**Cell placement**

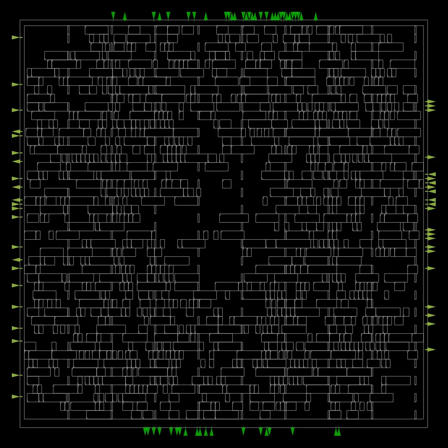
**Logic cells by family**

Drawn at 4 px/µm.
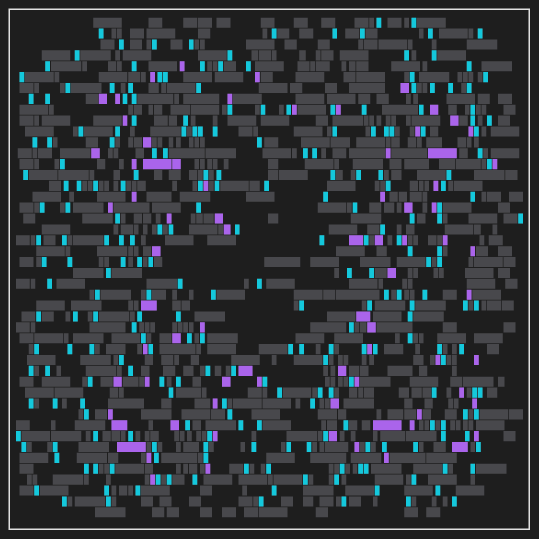
**Cells by drive strength**

Drawn at 4 px/µm.
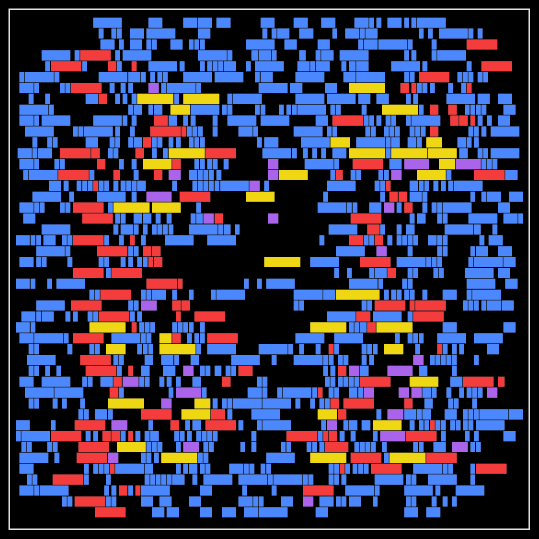
`src/rtl/cdc_sync_bank_if.sv`:
```
// cdc_sync_bank_if: CDC bank bus; source side async_in/toggle_in/evt_ack/ovr_clr, destination side sync_out/out_valid/pulse_out/evt_pending/overrun
interface cdc_sync_bank_if #(
  parameter int CHANNELS = 4,
  parameter int WIDTH = 8
);
  logic [CHANNELS*WIDTH-1:0] async_in;
  logic [CHANNELS*WIDTH-1:0] sync_out;
  logic [CHANNELS-1:0] toggle_in;
  logic [CHANNELS-1:0] evt_ack;
  logic [CHANNELS-1:0] ovr_clr;
  logic [CHANNELS-1:0] out_valid;
  logic [CHANNELS-1:0] pulse_out;
  logic [CHANNELS-1:0] evt_pending;
  logic [CHANNELS-1:0] overrun;
  modport master (
    output async_in, toggle_in, evt_ack, ovr_clr,
    input sync_out, out_valid, pulse_out, evt_pending, overrun
  );
  modport slave (
    input async_in, toggle_in, evt_ack, ovr_clr,
    output sync_out, out_valid, pulse_out, evt_pending, overrun
  );
endinterface

```
`src/rtl/cdc_sync_bank.sv`:
```
// cdc_sync_bank: per-channel filtered bus synchroniser and toggle-to-pulse event path; clk, rst (sync active-low), bus (slave: async_in/toggle_in/evt_ack/ovr_clr in, sync_out/out_valid/pulse_out/evt_pending/overrun out)
module cdc_sync_bank #(
  parameter int CHANNELS = 4,
  parameter int WIDTH = 8,
  parameter int STAGES = 2,
  parameter int STABLE = 2,
  parameter logic [WIDTH-1:0] RESET_VAL = '0
) (
  input logic clk,
  input logic rst,
  cdc_sync_bank_if.slave bus
);
  localparam int CW = $clog2(STABLE + 1);
  localparam logic [CW-1:0] LAST = CW'(STABLE - 1);
  localparam logic [CW-1:0] SAT = CW'(STABLE);
  for (genvar c = 0; c < CHANNELS; c++) begin : g_ch
    logic [WIDTH-1:0] data_q [STAGES];
    logic [WIDTH-1:0] data_d [STAGES];
    logic [WIDTH-1:0] cand_q, cand_d, out_q, out_d;
    logic [CW-1:0] cnt_q, cnt_d;
    logic [STAGES-1:0] tog_q, tog_d;
    logic valid_q, valid_d, td_q, td_d, pulse_q, pulse_d, pend_q, pend_d, ovr_q, ovr_d;
    logic same, commit, pulse, ack;
    always_comb begin
      data_d[0] = bus.async_in[c*WIDTH +: WIDTH];
      for (int k = 1; k < STAGES; k++) data_d[k] = data_q[k-1];
      tog_d = {tog_q[STAGES-2:0], bus.toggle_in[c]};
      same = data_q[STAGES-1] == cand_q;
      commit = same && cnt_q == LAST && cand_q != out_q;
      cand_d = data_q[STAGES-1];
      cnt_d = !same ? '0 : cnt_q == LAST ? SAT : cnt_q == SAT ? cnt_q : cnt_q + CW'(1);
      out_d = commit ? cand_q : out_q;
      valid_d = commit;
      pulse = tog_q[STAGES-1] ^ td_q;
      td_d = tog_q[STAGES-1];
      pulse_d = pulse;
      ack = bus.evt_ack[c];
      pend_d = pulse || (pend_q && !ack);
      ovr_d = (pulse && pend_q && !ack) || (ovr_q && !bus.ovr_clr[c]);
    end
    always_ff @(posedge clk) begin
      if (!rst) begin
        for (int k = 0; k < STAGES; k++) data_q[k] <= RESET_VAL;
        cand_q <= RESET_VAL;
        out_q <= RESET_VAL;
        cnt_q <= '0;
        tog_q <= '0;
        {valid_q, td_q, pulse_q, pend_q, ovr_q} <= '0;
      end else begin
        data_q <= data_d;
        cand_q <= cand_d;
        out_q <= out_d;
        cnt_q <= cnt_d;
        tog_q <= tog_d;
        {valid_q, td_q, pulse_q, pend_q, ovr_q} <= {valid_d, td_d, pulse_d, pend_d, ovr_d};
      end
    end
    assign bus.sync_out[c*WIDTH +: WIDTH] = out_q;
    assign bus.out_valid[c] = valid_q;
    assign bus.pulse_out[c] = pulse_q;
    assign bus.evt_pending[c] = pend_q;
    assign bus.overrun[c] = ovr_q;
  end
endmodule
```
`src/flat_wrapper.sv`:
```
// flat-port wrapper written by rule: the top's interface ports become plain ports
module cdc_sync_bank_flat 
#(
  parameter int CHANNELS = 4,
  parameter int WIDTH = 8,
  parameter int STAGES = 2,
  parameter int STABLE = 2,
  parameter logic [WIDTH-1:0] RESET_VAL = '0
)
  (clk, rst, bus_async_in, bus_toggle_in, bus_evt_ack, bus_ovr_clr, bus_sync_out, bus_out_valid, bus_pulse_out, bus_evt_pending, bus_overrun);
  cdc_sync_bank_if #(.CHANNELS(CHANNELS), .WIDTH(WIDTH)) bus_i ();
  input logic clk;
  input logic rst;
  input wire logic [$bits(bus_i.async_in)-1:0] bus_async_in;
  input wire logic [$bits(bus_i.toggle_in)-1:0] bus_toggle_in;
  input wire logic [$bits(bus_i.evt_ack)-1:0] bus_evt_ack;
  input wire logic [$bits(bus_i.ovr_clr)-1:0] bus_ovr_clr;
  output wire logic [$bits(bus_i.sync_out)-1:0] bus_sync_out;
  output wire logic [$bits(bus_i.out_valid)-1:0] bus_out_valid;
  output wire logic [$bits(bus_i.pulse_out)-1:0] bus_pulse_out;
  output wire logic [$bits(bus_i.evt_pending)-1:0] bus_evt_pending;
  output wire logic [$bits(bus_i.overrun)-1:0] bus_overrun;
  assign bus_i.async_in = bus_async_in;
  assign bus_i.toggle_in = bus_toggle_in;
  assign bus_i.evt_ack = bus_evt_ack;
  assign bus_i.ovr_clr = bus_ovr_clr;
  assign bus_sync_out = bus_i.sync_out;
  assign bus_out_valid = bus_i.out_valid;
  assign bus_pulse_out = bus_i.pulse_out;
  assign bus_evt_pending = bus_i.evt_pending;
  assign bus_overrun = bus_i.overrun;
  cdc_sync_bank #(.CHANNELS(CHANNELS), .WIDTH(WIDTH), .STAGES(STAGES), .STABLE(STABLE), .RESET_VAL(RESET_VAL)) u_core (.clk(clk), .rst(rst), .bus(bus_i));
endmodule
```
`config.mk`:
```
export PLATFORM = sky130hd
export DESIGN_NAME = cdc_sync_bank_flat
export DESIGN_NICKNAME = d
export VERILOG_FILES = /design/src/rtl/cdc_sync_bank_if.sv /design/src/rtl/cdc_sync_bank.sv /design/src/flat_wrapper.sv
export SDC_FILE = /design/constraint.sdc
export NUM_CORES = 1
export LEC_CHECK = 0
export ABC_AREA = 1
export CAP_MARGIN = 15
export CORE_UTILIZATION = 41
export DETAILED_ROUTE_END_ITERATION = 8
export PLACE_DENSITY_LB_ADDON = 0.1
export SYNTH_ARGS = -nofsm -noshare
export SYNTH_HDL_FRONTEND = slang
export SYNTH_SLANG_ARGS = --single-unit
```
`constraint.sdc`:
```
create_clock -name clk -period 1.4 [get_ports clk]
set_input_delay 0.28 -clock clk [delete_from_list [all_inputs] [get_ports clk]]
set_output_delay 0.28 -clock clk [all_outputs]
set_load 0.01 [all_outputs]
```
==> run summary <==
impl run done, here's what came out: Post-DRT Antenna Nets 0, ao+oa area frac around 1.1%, floorplan-stage core utilization approximately 42%, Pwr Total 10600 µW, crit path launch type flip-flop, Yosys chip area 6680 µm², YS warnings 0, DR DRC count 0, Latency at later pin 0.42 ns, clock sink total 164, Syn Std Cell Area 6680 µm², Placer Congestion 0.755, Nets 1094, gr busiest metal met2, first-pass GRT wire length 20.3 mm, row count approximately 46, Synth flops approximately 160, Vias/cell 4.09, clock period minus worst slack 1.36 ns, distinct lib cells 19, stages on the worst setup path 1, mux share 0%, die height roughly 130 µm, RSZ-0062 raised after global routing yes, share of cells above drive strength 1 18.4%, and+or+nand+nor area frac 30.0%, via count around 5.2k, Max-slew headroom ~70%, syn_nets between 900 and 1k, initial antenna violation count 0, yosys cell count 939, crit path DAT 1.08 ns, reg2reg start u_core.g_ch[1].cand_q[0]$_SDFF_PN0_, worst r2r path cells 10, CP max-delay cell dfxtp_1, Area leader share about 49%, slowest stage delay, CP ~0.38 ns, final cell count without fillers 1275, GR Util met2 25.2%, critical path fanouts, max 3, Critical Path RT 1.12 ns, FILL cells between 1.5k and 2k, Hold Fails Final Rpt 0, status complete, no violations, Worst Max-Slew Pin Slew 0.445 ns, Max Cap Violations 0, R2R Setup Slk ~0.050 ns, cell area power density 1220 nW/µm², Hold Path Stages 4
## Picture notes: 'cell placement'
sequential share of cell area: 38.5%
Tapcell Cnt: 216

## Picture notes: 'logic cells by family'
legend:
  purple:
    family: NOR gates
    cells: 76
    most_used: nor2_1
    where: all over the die
  cyan:
    family: inverters
    cells: 245
    most_used: inv_1
    where: all over the die

## Picture notes: 'cells by drive strength'
legend:
  purple:
    size: drive 3 to 4
    cells: 33
    share: 3.1%
    most_used: buf_4
  blue:
    size: drive 1 or less
    cells: 864
    share: 82%
    most_used: nand2_1
  yellow:
    size: drive 6 and up
    cells: 37
    share: 3.5%
    most_used: clkbuf_16
  red:
    size: drive 2
    cells: 125
    share: 12%
    most_used: dfxtp_2
final worst setup slack: 0.0390 ns
area grow syn2layout: 30.3%
non-clock buffer total of the final layout: 118
fin area: 8710 µm²

report_power, final:
| group | internal, µW | total [µW] | switching (µW) |
|---|---|---|---|
| registers | 4850 | 4950 | 97.1 |
| clock network | 2670 | 4470 | 1810 |
| logic | 535 | 1200 | 669 |
synthesized netlist by cell type, drive strengths merged:
master	n
xor2	12
buf	20
inv	245
a21oi	8
clkbuf	14
nor2	72
nor3	4
nand2	348
xnor2	12
nand3	4
nand4	32
o32ai	4
dfxtp	164
cell type report:
type / instances / area (µm²) / area share [%]
clock inverters: 7 / 72.6 / 0.833
well taps: 216 / 270 / 3.10
multi-input cells: 502 / 2450 / 28.1
clock buffers: 23 / 498 / 5.72
inverters: 245 / 920 / 10.6
repair buffers: 118 / 1150 / 13.2
flip-flops and latches: 164 / 3350 / 38.5
cells in the final DEF, fill, tap and decap left out, types with 20 or more instances in the layout:
master and instances:
nand2_1 328, inv_1 222, dfxtp_1 111, dfxtp_2 53, nor2_1 45, clkdlybuf4s50_1 44
dlygate4sd2_1 37, nand4_1 32, inv_2 23, nor2_2 20
flip-flops by register name, indices dropped and copies added, names as in the netlist:
signal,cells
u_core.g_ch.cand_d,32
u_core.g_ch.cand_q,32
u_core.g_ch.data_d,32
u_core.g_ch.out_q,32
u_core.g_ch.cnt_q,8
u_core.g_ch.tog_q,8
u_core.g_ch.ovr_q,4
u_core.g_ch.pend_q,4
u_core.g_ch.pulse_q,4
u_core.g_ch.td_q,4
u_core.g_ch.valid_q,4
path summary, 6_finish.rpt:
path | endpoint
worst min register to register | u_core.g_ch[3].cand_d[7]$_SDFF_PN0_
worst max-delay path | bus_sync_out[21]
worst max register to register | u_core.g_ch[1].out_q[7]$_SDFFE_PN0P_
worst min-delay path | u_core.g_ch[0].pend_q$_SDFF_PN0_
timing repair:
action                     CTS  global route
setup endpoints to repair   49            58
setup buffers                0             3
pin swaps                    0            26
gates cloned                 1             5
gates resized               54            94
kinds of logic after synthesis:
group / Yosys count
xor gates and xnor gates: 24
AOI/OAI and AO/OA: 12
DFF: 164
and+or+nand+nor: 460
buffers and inverters: 279
stage by stage:
stage / setup TNS (ns) / util (%)
2_1_floorplan: 0 / -
3_3_place_gp: 0 / 49.9
3_5_place_dp: 0 / 49.9
4_1_cts: 0 / 53.2
5_1_grt: -0.799 / 54.8
6_report: 0 / 54.8
routing by layer:
layer | wire (µm) | part of all wire (%) | up-vias
met5 | 0 | 0 | -
met2 | 5670 | 46 | 73
li1 | - | - | 2894
met1 | 5880 | 48 | 2234
met4 | 154 | 1.3 | 0
met3 | 522 | 4.3 | 12
Power and IR drop assume default switching activity.
